==> config.mk <==
export PLATFORM = sky130hd
export DESIGN_NAME = gpio_in_debounce
export DESIGN_NICKNAME = d
export VERILOG_FILES = /design/src/rtl/gpio_in_pkg.sv /design/src/rtl/debounce_chan.sv /design/src/rtl/gpio_in_debounce.sv
export SDC_FILE = /design/constraint.sdc
export NUM_CORES = 1
export LEC_CHECK = 0
export CORE_MARGIN = 3
export CORE_UTILIZATION = 62
export CTS_BUF_LIST = sky130_fd_sc_hd__clkbuf_2 sky130_fd_sc_hd__clkbuf_4 sky130_fd_sc_hd__clkbuf_8
export DETAILED_ROUTE_END_ITERATION = 8
export PLACE_DENSITY_LB_ADDON = 0.1
export SKIP_LAST_GASP = 1
export SYNTH_ARGS = -nofsm -noshare
export SYNTH_HDL_FRONTEND = slang
export SYNTH_SLANG_ARGS = --single-unit
==> constraint.sdc <==
create_clock -name clock -period 2.85 [get_ports clock]
set_input_delay 0.57 -clock clock [delete_from_list [all_inputs] [get_ports clock]]
set_output_delay 0.57 -clock clock [all_outputs]
set_load 0.02 [all_outputs]
route_heat.png
The die is cut into 31 by 31 equal tiles; white is low, dark blue is high, scaled to the fullest tile. Values are wire area over tile area, all layers added.
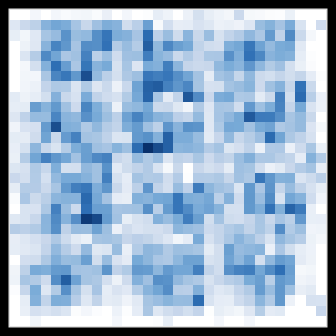
tiles over half the peak	20%
mean over tiles	0.16
nearly empty tiles	7.9%
Total GRT Usage: 20.8%
via count: 9817
DR WL/cell: 13.9 um

closeup.png
Bar = 5 um. Region (105, 105) to (125, 125) um. Cells in grey, sequential cells in the stronger grey; small squares are vias.
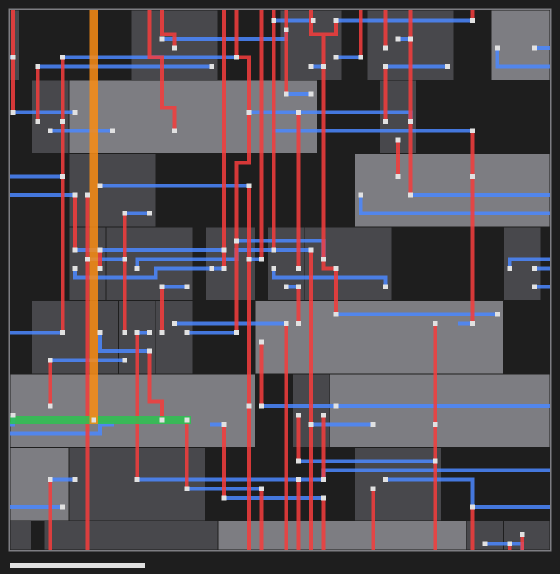
colour	layer
green	M3
red	M2
orange	M4
blue	M1
most frequent	nor2_1 (7), dfrtp_1 (5)
sequential cells in the window	5
cells with their middle in the window	23

congestion_map.png
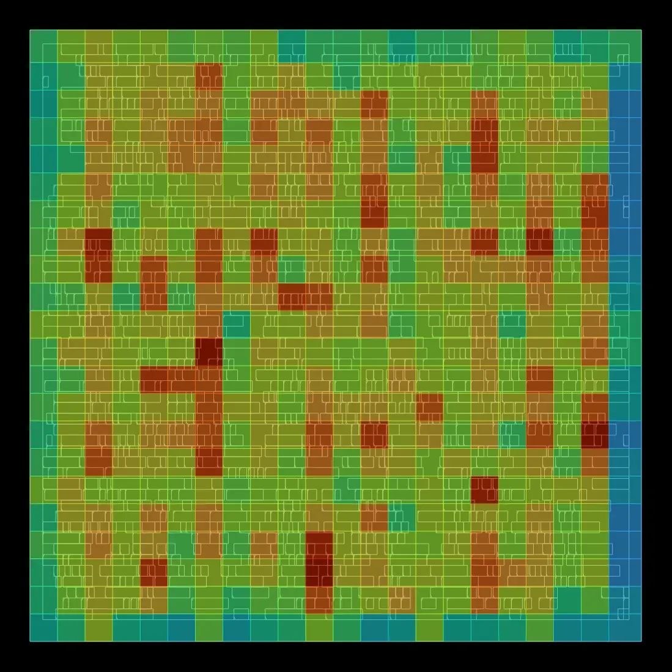
met1 Resource Use GR: 27.6%
Util after Layout: 70.3%

==> out/qor.csv <==
stage,metric,value,unit
placement,dp_hpwl,15800,um
drt,drc,0,
critical_path,crit_arrival,2680,ps
sta,fin_skew,18.1,ps
flow_run,tool_warnings,27,
critical_path,endpoint_kind,register,
final_layout,area_growth_syn_to_layout,10.9,%
power,power,8.08,mW
outcome,status,"finished, violations left",
drt,vias_per_cell,5.73,
synthesis,ys_ff,276,
sta,rsz0062_at_grt,no,
power,power_leakage,6.09,nW
critical_path,regToRegSetupSlack,640,ps
flow_run,cap_viol_max_count,0,
floorplan,floorplan.rows,53,
clock_tree,clkTransAtPathRegs,60,ps
clock_tree,ctsResizeCount,0,
floorplan,die_w,153,um
sta,final_hold_viol_count,1,
critical_path,path_max_fanout,8,
sta,slew_headroom,48.0,%
critical_path,crit_buf_inv,0,
sta,setup_viol,0,
placement,port-buffer-count,25,
synthesis,syn_inst,1365,
drt,ant_nets,0,
critical_path,crit_type,reg -> reg,
power,power.density,543,mW/mm^2
critical_path,worstPathCellList,"ha_1, nand2_1, or4_1, or4_4, a21oi_2",
clock_tree,clock_latency,560,ps
outcome,failed_checks,hold timing,
grt,grt_max_degree,78,
clock_tree,cts_htree_levels,2,
synthesis,yosys-stat-cells,1365,
floorplan,fp_util,63.4,%
sta,fin_worst_hold_slack,-0.531,ps
critical_path,cp_slowest_cell,or4_1,
metrics by stage:
stage                     cell area (um^2)  worst slack [ps]
final                                14900               644
after global routing                 14900               563
after detailed placement             13900               671
after floorplan                      13500               853
after CTS                            14900               642
after global placement               13900               713
Yosys cell counts (all sizes together):
| library cell | n | area share, % |
|---|---|---|
| nand4bb | 1 | 0.084 |
| nand4 | 59 | 2.8 |
| o21ai | 55 | 2.2 |
| and2 | 7 | 0.33 |
| conb | 1 | 0.028 |
| xor2 | 71 | 4.6 |
| or4b | 7 | 0.52 |
| ha | 12 | 1.1 |
| or3 | 46 | 2.2 |
| nand2 | 63 | 1.8 |
| nand4b | 6 | 0.39 |
| dfrtp | 276 | 52 |
| nor2b | 3 | 0.14 |
| nor4bb | 1 | 0.075 |
| nor4b | 10 | 0.65 |
| and4 | 17 | 1.1 |
| o31ai | 28 | 1.6 |
| and3 | 32 | 1.5 |
| clkbuf | 23 | 0.64 |
| a21oi | 72 | 2.7 |
| or2 | 3 | 0.14 |
| inv | 40 | 1.1 |
| nor4 | 27 | 1.3 |
| buf | 52 | 2.7 |
| nand3 | 96 | 3.7 |
| nor3 | 33 | 1.2 |
| or4 | 34 | 2.0 |
| nor2 | 191 | 5.3 |
| xnor2 | 85 | 5.6 |
| mux2 | 12 | 1.0 |
| nand2b | 2 | 0.093 |
layer usage:
layer | track usage (%) | vias up | share of wire (%)
met4 | 6.28 | 0 | 1.7
met2 | 35.3 | 121 | 48
met5 | 0 | - | 0
li1 | - | 4849 | -
met1 | 27.6 | 4809 | 47
met3 | 3.54 | 38 | 3.1
logic make-up after synthesis:
group                      Yosys count  share of synthesized area, %
buffers and inverters              115                          4.43
other                                1                        0.0280
adders and majority gates           12                          1.12
muxes                               12                          1.01
and+or+nand+nor                    638                          25.3
xor gates and xnor gates           156                          10.2
AOI/OAI and AO/OA                  155                          6.45
DFF                                276                          51.5
placed cells by master, fill, tap and decap left out, types with 12 or more instances in the layout:
cell and count:
a21oi_1 71, and3_1 32, and4_1 16, buf_4 13
clkbuf_8 57, clkdlybuf4s50_1 24, conb_1 25, dfrtp_1 276
ha_1 12, inv_1 40, mux2_2 12, nand2_1 63
nand3_1 94, nand4_1 58, nor2_1 191, nor3_1 33
nor4_1 27, o21ai_0 49, o31ai_1 22, or3_1 45
or4_1 32, xnor2_1 85, xor2_1 71
area by class of cell:
cell class	instances	area share, %
inverters	40	1.01
well taps	275	2.31
clock inverters	15	1.06
flip-flops and latches	276	46.4
repair buffers	42	2.91
clock buffers	66	5.73
multi-input cells	998	40.5
report_power, final:
group	internal (mW)	switching, mW
clock network	2.20	1.55
registers	3.98	0.0521
logic	0.0869	0.204
total	6.27	1.81
Power figures rest on the tool's default switching activity, not on a simulated workload.
